[src/rtl/pc_sequencer_if.sv]
// -----------------------------------------------------------------------------
// pc_sequencer_if
//   Bundles the pc_sequencer control, LUT-programming and status signals.
//
//   Parameters
//     PW : program counter width (instruction memory depth 2^PW)
//     LW : branch-target LUT index width (2^LW entries)
//
//   Signals (direction given from the sequencer's side, i.e. the slave modport)
//     start        in   pulse, begin execution at address 0
//     halt_instr   in   current instruction is a halt
//     branch_en    in   current instruction is a conditional branch
//     branch_cond  in   branch condition (1 = taken)
//     target_idx   in   LUT index holding the branch target
//     lut_we       in   LUT write enable
//     lut_addr     in   LUT write index
//     lut_data     in   LUT write data (absolute target address)
//     pc           out  current instruction address
//     fetch_valid  out  pc holds a live instruction
//     done         out  program halted
//     wrap_flag    out  sticky, pc wrapped from 2^PW-1 to 0 while running
//     cycle_cnt    out  16-bit run-cycle counter (only with PC_SEQ_CYCLE_COUNT_EN)
//
//   Modports
//     master : the decoder / top level that drives the sequencer
//     slave  : the sequencer itself
// -----------------------------------------------------------------------------
interface pc_sequencer_if #(
    parameter int PW = 10,
    parameter int LW = 4
);
    logic          start;
    logic          halt_instr;
    logic          branch_en;
    logic          branch_cond;
    logic [LW-1:0] target_idx;
    logic          lut_we;
    logic [LW-1:0] lut_addr;
    logic [PW-1:0] lut_data;
    logic [PW-1:0] pc;
    logic          fetch_valid;
    logic          done;
    logic          wrap_flag;
`ifdef PC_SEQ_CYCLE_COUNT_EN
    logic [15:0]   cycle_cnt;

    modport master (
        output start, halt_instr, branch_en, branch_cond, target_idx,
               lut_we, lut_addr, lut_data,
        input  pc, fetch_valid, done, wrap_flag, cycle_cnt
    );

    modport slave (
        input  start, halt_instr, branch_en, branch_cond, target_idx,
               lut_we, lut_addr, lut_data,
        output pc, fetch_valid, done, wrap_flag, cycle_cnt
    );
`else
    modport master (
        output start, halt_instr, branch_en, branch_cond, target_idx,
               lut_we, lut_addr, lut_data,
        input  pc, fetch_valid, done, wrap_flag
    );

    modport slave (
        input  start, halt_instr, branch_en, branch_cond, target_idx,
               lut_we, lut_addr, lut_data,
        output pc, fetch_valid, done, wrap_flag
    );
`endif
endinterface

[src/rtl/pc_sequencer.sv]
// -----------------------------------------------------------------------------
// pc_sequencer
//   Program-counter and fetch sequencer for the 8-bit datapath. Each cycle it
//   presents the instruction-memory address, resolves taken branches through a
//   small programmable branch-target LUT, and reports start/halt/done status.
//
//   Ports
//     clk    in   system clock, all state updates on the rising edge
//     reset  in   synchronous, active-high; clears FSM, outputs and the LUT
//     bus    slave modport of pc_sequencer_if (control in, status out)
//
//   Optional feature
//     PC_SEQ_CYCLE_COUNT_EN : when defined, adds bus.cycle_cnt, a saturating
//     16-bit count of clock edges spent in RUN (cleared by reset and by start).
//
//   Timing
//     All outputs are registered. A decision taken on inputs sampled at edge N
//     is visible on pc at edge N; there are no delay slots.
// -----------------------------------------------------------------------------
module pc_sequencer #(
    parameter int PW = 10,
    parameter int LW = 4
) (
    input  logic           clk,
    input  logic           reset,
    pc_sequencer_if.slave  bus
);

    localparam int            LUT_N  = 2 ** LW;
    localparam logic [PW-1:0] PC_MAX = '1;

    typedef enum logic [1:0] {
        S_IDLE = 2'd0,
        S_RUN  = 2'd1,
        S_HALT = 2'd2
    } state_t;

    state_t        state;
    logic [PW-1:0] pc_q;
    logic          fetch_valid_q;
    logic          done_q;
    logic          wrap_q;
    logic [PW-1:0] lut [LUT_N];

    logic          branch_taken;

    // Branch decision; only acted on in RUN and only if no halt is pending.
    assign branch_taken = bus.branch_en & bus.branch_cond;

    // Single FSM block. The LUT lives here too so reset clears it in the same
    // edge as the state; the LUT read in RUN uses the pre-edge contents, so a
    // same-cycle write to the branch's own index is not seen until next cycle.
    always_ff @(posedge clk) begin
        if (reset) begin
            state         <= S_IDLE;
            pc_q          <= '0;
            fetch_valid_q <= 1'b0;
            done_q        <= 1'b0;
            wrap_q        <= 1'b0;
            for (int i = 0; i < LUT_N; i++) begin
                lut[i] <= '0;
            end
        end else begin
            if (bus.lut_we) begin
                lut[bus.lut_addr] <= bus.lut_data;
            end

            case (state)
                S_IDLE: begin
                    pc_q          <= '0;
                    fetch_valid_q <= 1'b0;
                    done_q        <= 1'b0;
                    if (bus.start) begin
                        state         <= S_RUN;
                        fetch_valid_q <= 1'b1;
                        wrap_q        <= 1'b0;
                    end
                end

                S_RUN: begin
                    // start is deliberately ignored while running.
                    if (bus.halt_instr) begin
                        // Halt beats a simultaneous taken branch; pc holds.
                        state         <= S_HALT;
                        fetch_valid_q <= 1'b0;
                        done_q        <= 1'b1;
                    end else if (branch_taken) begin
                        pc_q <= lut[bus.target_idx];
                    end else begin
                        pc_q <= pc_q + 1'b1;
                        if (pc_q == PC_MAX) begin
                            wrap_q <= 1'b1;
                        end
                    end
                end

                S_HALT: begin
                    fetch_valid_q <= 1'b0;
                    done_q        <= 1'b1;
                    if (bus.start) begin
                        state         <= S_RUN;
                        pc_q          <= '0;
                        fetch_valid_q <= 1'b1;
                        done_q        <= 1'b0;
                        wrap_q        <= 1'b0;
                    end
                end

                default: begin
                    state         <= S_IDLE;
                    pc_q          <= '0;
                    fetch_valid_q <= 1'b0;
                    done_q        <= 1'b0;
                end
            endcase
        end
    end

    assign bus.pc          = pc_q;
    assign bus.fetch_valid = fetch_valid_q;
    assign bus.done        = done_q;
    assign bus.wrap_flag   = wrap_q;

`ifdef PC_SEQ_CYCLE_COUNT_EN
    logic [15:0] cycle_cnt_q;

    // Counts every edge taken in RUN, including the one that samples halt.
    // A start that leaves IDLE/HALT restarts the count from zero.
    always_ff @(posedge clk) begin
        if (reset) begin
            cycle_cnt_q <= '0;
        end else if (state != S_RUN && bus.start) begin
            cycle_cnt_q <= '0;
        end else if (state == S_RUN && cycle_cnt_q != 16'hFFFF) begin
            cycle_cnt_q <= cycle_cnt_q + 16'd1;
        end
    end

    assign bus.cycle_cnt = cycle_cnt_q;
`endif

endmodule

[src/flat_wrapper.sv]
// flat-port wrapper written by rule: the top's interface ports become plain ports
module pc_sequencer_flat 
#(
    parameter int PW = 10,
    parameter int LW = 4
)
  (clk, reset, bus_start, bus_halt_instr, bus_branch_en, bus_branch_cond, bus_target_idx, bus_lut_we, bus_lut_addr, bus_lut_data, bus_pc, bus_fetch_valid, bus_done, bus_wrap_flag);
  pc_sequencer_if #(.PW(PW), .LW(LW)) bus_i ();
  input  logic clk;
  input  logic reset;
  input wire logic [$bits(bus_i.start)-1:0] bus_start;
  input wire logic [$bits(bus_i.halt_instr)-1:0] bus_halt_instr;
  input wire logic [$bits(bus_i.branch_en)-1:0] bus_branch_en;
  input wire logic [$bits(bus_i.branch_cond)-1:0] bus_branch_cond;
  input wire logic [$bits(bus_i.target_idx)-1:0] bus_target_idx;
  input wire logic [$bits(bus_i.lut_we)-1:0] bus_lut_we;
  input wire logic [$bits(bus_i.lut_addr)-1:0] bus_lut_addr;
  input wire logic [$bits(bus_i.lut_data)-1:0] bus_lut_data;
  output wire logic [$bits(bus_i.pc)-1:0] bus_pc;
  output wire logic [$bits(bus_i.fetch_valid)-1:0] bus_fetch_valid;
  output wire logic [$bits(bus_i.done)-1:0] bus_done;
  output wire logic [$bits(bus_i.wrap_flag)-1:0] bus_wrap_flag;
  assign bus_i.start = bus_start;
  assign bus_i.halt_instr = bus_halt_instr;
  assign bus_i.branch_en = bus_branch_en;
  assign bus_i.branch_cond = bus_branch_cond;
  assign bus_i.target_idx = bus_target_idx;
  assign bus_i.lut_we = bus_lut_we;
  assign bus_i.lut_addr = bus_lut_addr;
  assign bus_i.lut_data = bus_lut_data;
  assign bus_pc = bus_i.pc;
  assign bus_fetch_valid = bus_i.fetch_valid;
  assign bus_done = bus_i.done;
  assign bus_wrap_flag = bus_i.wrap_flag;
  pc_sequencer #(.PW(PW), .LW(LW)) u_core (.clk(clk), .reset(reset), .bus(bus_i));
endmodule
[config.mk]
export PLATFORM = sky130hd
export DESIGN_NAME = pc_sequencer_flat
export DESIGN_NICKNAME = d
export VERILOG_FILES = /design/src/rtl/pc_sequencer_if.sv /design/src/rtl/pc_sequencer.sv /design/src/flat_wrapper.sv
export SDC_FILE = /design/constraint.sdc
export NUM_CORES = 1
export LEC_CHECK = 0
export CAP_MARGIN = 25
export CELL_PAD_IN_SITES_DETAIL_PLACEMENT = 0
export CELL_PAD_IN_SITES_GLOBAL_PLACEMENT = 1
export CORE_UTILIZATION = 40
export DETAILED_ROUTE_END_ITERATION = 12
export PLACE_DENSITY_LB_ADDON = 0.1
export SYNTH_ARGS = -nofsm -noshare
export SYNTH_HDL_FRONTEND = slang
export SYNTH_SLANG_ARGS = --single-unit
[constraint.sdc]
create_clock -name clk -period 4 [get_ports clk]
set_clock_uncertainty 0.1 [all_clocks]
set_input_delay 1.2 -clock clk [delete_from_list [all_inputs] [get_ports clk]]
set_output_delay 1.2 -clock clk [all_outputs]
set_load 0.02 [all_outputs]
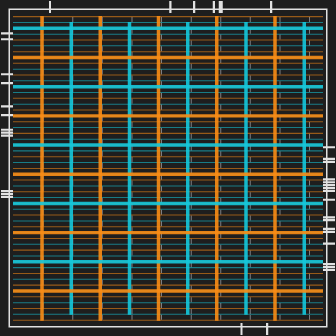
Figure 1: run 1, supply network.
Pins as bars on the die edge. Tap cells in grey.
[VSS] orange
[VDD] cyan
met4 straps: 10
rows: 52
Die Wd: 147 um
Placeable Area: 0.0204 mm^2

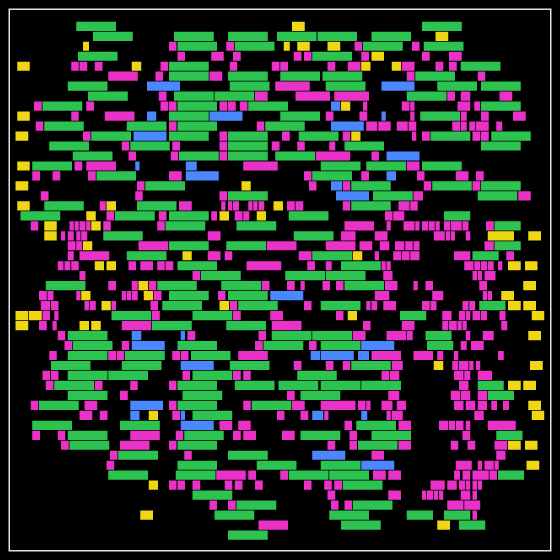
Figure 2: run 1, cells coloured by class.
[clock drivers and dummy loads] blue | cells: 32 | share of their area: 5.6%
[remaining buffers and delay cells] yellow | cells: 66 | share of their area: 6.3%
[sequential cells] green | cells: 175 | share of their area: 55%
[combinational and other logic] magenta | cells: 421 | share of their area: 33%
final core occ: 47.4%
share of the final layout cell area in sequential cells: 52.7%
Placement Rows: 52

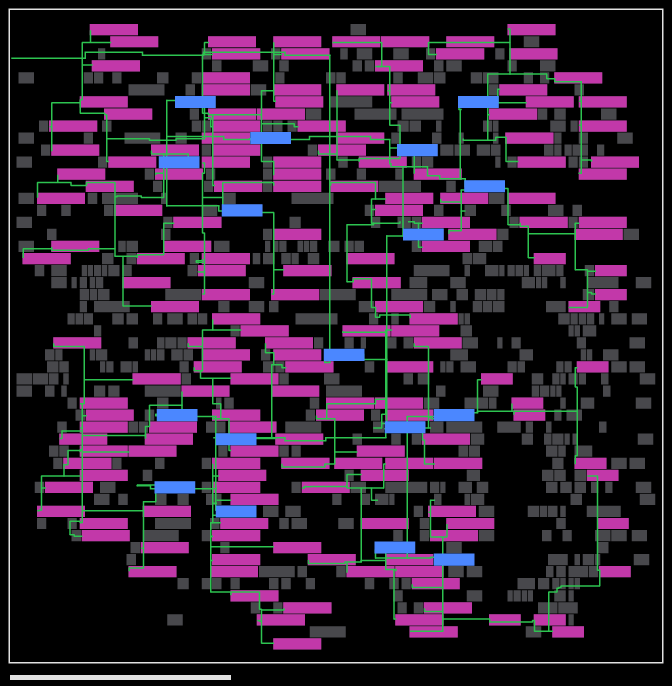
Figure 3: run 1, clock wires, drivers and flops.
Scale bar: 50 um.
[flip-flops] magenta | count: 175
[clock wires] green | length: 2150 um
[clock drivers] blue | count: 17
routed clock nets: 18
flops lie: spread over the die
Clock Power Share: 37.4%
Clock net power: 1510 uW

==> notes.org, run 1 <==
#+TITLE: Physical design notes

** Final layout
- Fraction of final layout cells sized beyond drive strength 1 :: 12.5%
- Counting flops per register, the top entry is u_core.lut.
- In the final design database the tool counted roughly 710 nets.
- Counting the fill cells in the layout gives about 1.8k.
- Relative to the synthesized area, the layout overhead comes to 14.8%.
- Highest-count logic cell in the final layout :: sky130_fd_sc_hd__and2_1
- Flip-flop count of the largest register after layout :: between 150 and 200

** Run
- Number of maximum-capacitance constraint violations :: 0
- Stage-log warning count :: 29

** Setup path
- The required time at the worst endpoint is listed as around 4.0 ns.
- Flop-to-flop setup slack :: between 1.5 and 2 ns
- Broken down by cell family, the worst path's largest delay share belongs to simple AND/OR/NAND/NOR gates.
- The worst register-to-register path begins at u_core.state[0].
- Buffer and inverter count on the worst path :: 2
- Worst setup startpoint :: reset
- Critical Path Sink :: u_core.lut[3][9]
- The setup path with the least slack is of type input port to register.
- The largest single stage delay on the critical path is between 0.5 and 0.6 ns.
- Worst-path cell chain :: clkdlybuf4s50_1 -> nor2b_1 -> nand3_1 -> nor3_1 -> buf_4 -> or2_2
- Startpoint Class :: input port

** Yosys
- According to the Yosys statistics, the synthesized design has a chip area of about 0.0084 mm^2.
- Per the synthesis report, the single largest cell type by area occupies around 57% of cell area.
- Most common flop cell mapped by yosys :: sky130_fd_sc_hd__edfxtp_1
- Synthesis inferred ~180 register bits.
- The netlist uses approximately 50 different library cells.
- In this run the cell area of the synthesized design comes to ~0.0084 mm^2.
- Top logic cell family in the synthesized netlist :: simple AND/OR/NAND/NOR gates
- After synthesis, the share of cell area in mux cells is 11.4%.
- In this run, the synthesized area fraction spent on AND-OR/OR-AND gates is recorded as slightly below 7%.
- Warnings, synthesis :: 0
- The synth_stat.txt file lists the number of cells as ~630.

** Global route
- The global routing report lists met3 layer usage as approximately 4.3%.
- met2 track demand over resource after global routing is 33.8%.
- The total overflow left after global routing is 0.
- Global routing consumed, over all layers together, 22.0% of the routing resources.
- The initial antenna violation count came to 1.
- The first global-routing pass estimated between 30000 and 40000 um of wire.

** Detailed routing
- Summing over every cut layer, the via total after detailed routing is 5250.
- DR WL/cell :: around 23 um
- Post-DRT Antenna Nets :: 0
- After detailed routing, the number of remaining DRC violations is 0.
- In the routed layout, each cell is associated on average with a via count of between 5 and 6.
- In the detailed route, the total length drawn on met2 is 10400 um.
- Per the log, the first TritonRoute iteration ended with a DRC count of between 400 and 500.

** Clocking
- Post-CTS Hold Buffers :: 0
- CTS H-Tree Depth :: 4
- In this run the post-CTS setup repair buffer count came out at 0.
- Root buffer cell :: sky130_fd_sc_hd__clkbuf_16
- The number of gates resized after CTS was 0.
- The CTS report gives the tree buffer count as 17.

** Power
- The script extracted a total leakage power of 0.00343 uW.
- Top contributor to total power :: registers
- Cell-internal power :: between 3000 and 4000 uW
- The worst VDD IR drop from the latest analysis is about 0.00029 V.

** Floorplanning
- Initial cell density of the core :: approximately 41%
- The floorplan report gives the top-level pin count as 38.

** Final timing
- In this run the tightest slew margin relative to its limit is about two fifths.
- The routed design could run at a clock period as short as 3.06 ns.
- In the final report, the number of pins over their slew limit comes to 0.
- Endpoints failing hold in the final report were tallied at 0.

** Worst hold path
- Worst Hold Path EP :: u_core.bus.wrap_flag
- Hold_sp :: u_core.bus.wrap_flag

** Place
- In the placement report, post-DP HPWL is listed as ~16000 um.

** Run status
- Result of the run :: complete, no violations
==> run 1: metrics by stage <==
step,instances,worst slack [ns],instance area [um^2],total power [uW],hold slack [ns]
floorplan,632,0.784,8440,2380,0.398
global placement,932,0.459,9170,2560,0.389
detailed placement,932,0.472,9170,2560,0.401
CTS,964,0.932,9690,4050,0.418
global route,964,0.799,9690,4170,0.431
finish,964,0.943,9690,4030,0.408
==> run 1: area by class of cell <==
cell class	instances	area (um^2)	area share, %
Multi-Input combinational cell	416	3110	32.1
Clock inverter	13	92.6	0.955
Inverter	5	18.8	0.194
Timing Repair Buffer	66	591	6.09
Tap cell	270	338	3.49
Clock buffer	19	433	4.47
Sequential cell	175	5100	52.7
Figure 4. Routed metal, one colour a layer (run 1).
Scale bar: 50 um.
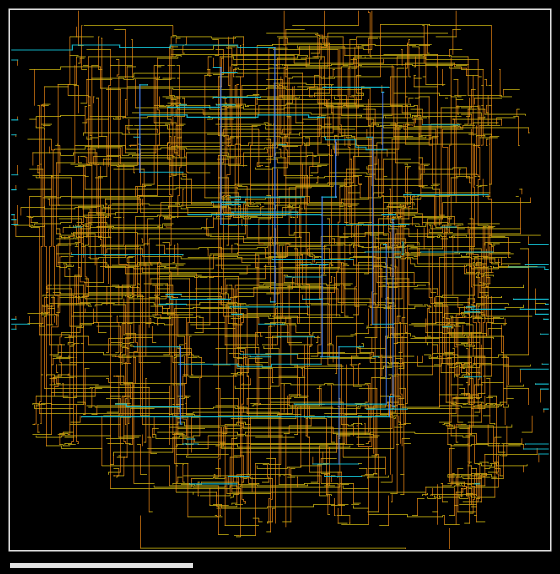

==> inputs of run 2 (changes only) <==
==> constraint.sdc (replaced) <==
create_clock -name clk -period 3.1 [get_ports clk]
set_clock_uncertainty 0.1 [all_clocks]
set_input_delay 0.93 -clock clk [delete_from_list [all_inputs] [get_ports clk]]
set_output_delay 0.93 -clock clk [all_outputs]
set_load 0.02 [all_outputs]
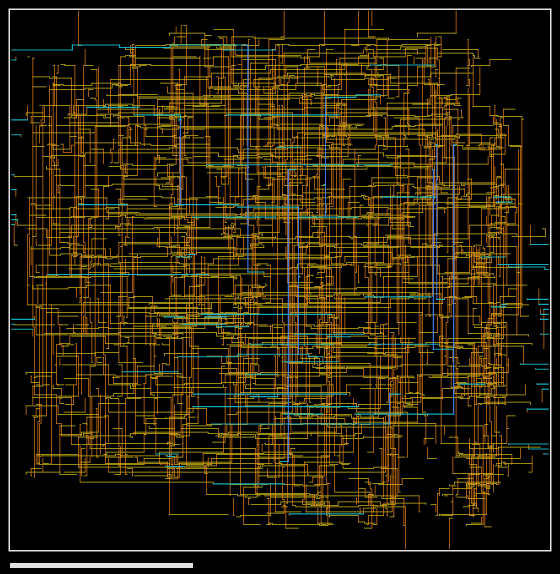
Figure 5: run 2, routed metal, one colour a layer.
Scale bar: 50 um.
[metal 1] yellow | wire length: 10700 um
[metal 3] cyan | wire length: 1000 um
[metal 4] blue | wire length: 410 um
[metal 2] orange | wire length: 10800 um
Post-Route WL: 22900 um
DR WL/cell: 23.1 um

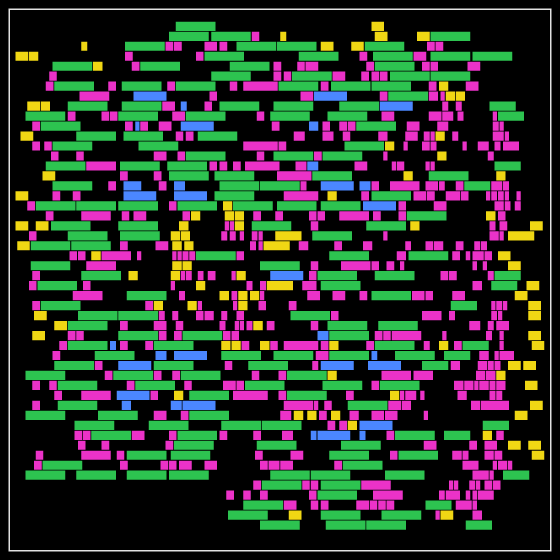
Figure 6: run 2, cells coloured by class.
[sequential cells] green | cells: 175 | share of their area: 53%
[combinational and other logic] magenta | cells: 421 | share of their area: 33%
[clock drivers and dummy loads] blue | cells: 32 | share of their area: 5.6%
[remaining buffers and delay cells] yellow | cells: 93 | share of their area: 8.7%
share of the final layout cell area in sequential cells: 51.3%
Design Area, Final: 0.00994 mm^2
final core occ: 48.7%

==> run 2 against run 1 <==
Non-clock buffer count is 27 higher; total power is 30% higher; setup slack worse by 0.60 ns; critical path depth is 1 higher; combinational power is 37% higher; synthesized cell count stayed put; die area stayed put; design area is 2.6% higher; critical path type unchanged; largest cell class unchanged.
==> notes.org, run 2 <==
#+TITLE: Physical design notes

** Run status
- Result of the run: complete, no violations (unchanged).

** Final layout
- The layout cell share with drive strength beyond 1 is 16.2% (was 12.5%).
- Area growth syn-to-layout :: 17.8% (was 14.8%)
- Highest-count logic cell in the final layout :: sky130_fd_sc_hd__and2_1 (unchanged)
- The flip-flop count of the largest register after layout came to 160 (unchanged).
- The layout net count came to 738 (was 711).

** Global route
- The combined global-route utilization of all metal layers is 22.4% (was 22.0%).
- The met2 usage in global routing was 35.4% (was 33.8%).
- The met3 usage in global routing is 4.16% (was 4.29%).
- The total grt overflow came to 0 (unchanged).
- Antenna violations before repair :: 2 (was 1)
- The wire length of the first global-routing pass is 34300 um (was 33900 um).

** Clocking
- The post-cts resize count came to 0 (unchanged).
- The cell at the root of the clock tree is sky130_fd_sc_hd__clkbuf_16 (unchanged).
- Number of buffers created by CTS :: 17 (unchanged)
- Post-CTS Hold Buffers :: 0 (unchanged)
- Number of buffers inserted to repair setup after CTS :: 0 (unchanged)
- CTS H-Tree Depth :: 4 (unchanged)

** Worst hold path
- Hold_sp :: u_core.bus.wrap_flag (unchanged)

** Yosys
- The area share of and-or/or-and cells after synthesis was 6.76% (unchanged).
- The fraction of post-synthesis cell area in the top cell type by area was 56.9% (unchanged).
- Yosys synthesis chip area :: 0.00844 mm^2 (unchanged)
- Unique cell types :: 51 (unchanged)
- Most common flop cell mapped by yosys :: sky130_fd_sc_hd__edfxtp_1 (unchanged)
- Cell count listed in synth_stat.txt :: 632 (unchanged)
- The combined area of all synthesized cells came to 0.00844 mm^2 (unchanged).
- Warnings, synthesis :: 0 (unchanged)
- The area fraction in mux cells was 11.4% (unchanged).

** Final timing
- Setup TNS :: 0 ns (unchanged)
- The least setup slack across all paths after layout is 0.347 ns (was 0.943 ns).
- The final number of hold-violating endpoints was 0 (unchanged).

** Power
- Clock Power Share :: 37.4% (about the same)
- The total power after layout was 5250 uW (was 4030 uW).
- The power drawn by the clock network came to 1960 uW (was 1510 uW).
- The static leakage is 0.00360 uW (was 0.00343 uW).

** Detailed routing
- The routed length on met2 was 10800 um (was 10400 um).
- The post-route DRC violation count came to 0 (unchanged).
- Routed vias :: 5362 (was 5250)
- Drt first-iter violations :: 484 (was 428)
- The detail-routed via count per cell was 5.41 (was 5.45).
- The post-route antenna net violation count came to 0 (unchanged).

** Setup path
- The number of buffer and inverter stages on the critical path came to 2 (unchanged).
- The data required time of the worst path is 3.31 ns (was 4.00 ns).
- Startpoint Class :: input port (unchanged)
- The critical path's top delay family is multiplexers (was simple AND/OR/NAND/NOR gates).
- Worst-path cell chain: clkdlybuf4s50_1 -> buf_12 -> mux4_1 -> mux2i_1 -> o21ai_1 -> a2111oi_2 -> nor3_1 (was clkdlybuf4s50_1 -> nor2b_1 -> nand3_1 -> nor3_1 -> buf_4 -> or2_2).
- Worst setup startpoint :: bus_target_idx[0] (was reset)
- The startpoint-to-endpoint class of the critical path is input port to register (unchanged).
- Delay contributed by the slowest stage of the critical path :: 0.62 ns (was 0.51 ns)
- The beginning of the worst register-to-register path was u_core.state[1] (was u_core.state[0]).

** Floorplanning
- Top-level I/O count :: 38 (unchanged)
- The total number of placement rows came to 52 (unchanged).
- The core utilization at floorplan came to 41.3% (unchanged).
- The core region area came to 0.0204 mm^2 (unchanged).

** Place
- Inst Count DP :: 959 (was 932)
- The cell area reported after detailed placement came to 0.00941 mm^2 (was 0.00917 mm^2).
- The half-perimeter wire length after detailed placement is 16200 um (was 15600 um).

** Run
- Number of maximum-capacitance constraint violations :: 0 (unchanged)
[run 2: worst paths after layout]
| path | end | slack [ns] | depth (start not counted) |
|---|---|---|---|
| setup / recovery | u_core.bus.pc[6] | 0.35 | 7 |
| hold / removal | u_core.bus.wrap_flag | 0.41 | 1 |
| setup reg to reg | u_core.bus.pc[0] | 0.94 | 7 |
| hold reg to reg | u_core.bus.wrap_flag | 0.41 | 1 |
[run 2: cell type report]
type,count,area (um^2)
timing repair buffer,93,831
multi-input combinational,416,3110
fill,1821,10500
inverter,5,18.8
tap,270,338
sequential,175,5100
clock inverter,13,92.6
clock buffer,19,443
No activity file was given, so power comes from the tool's default toggle rates.
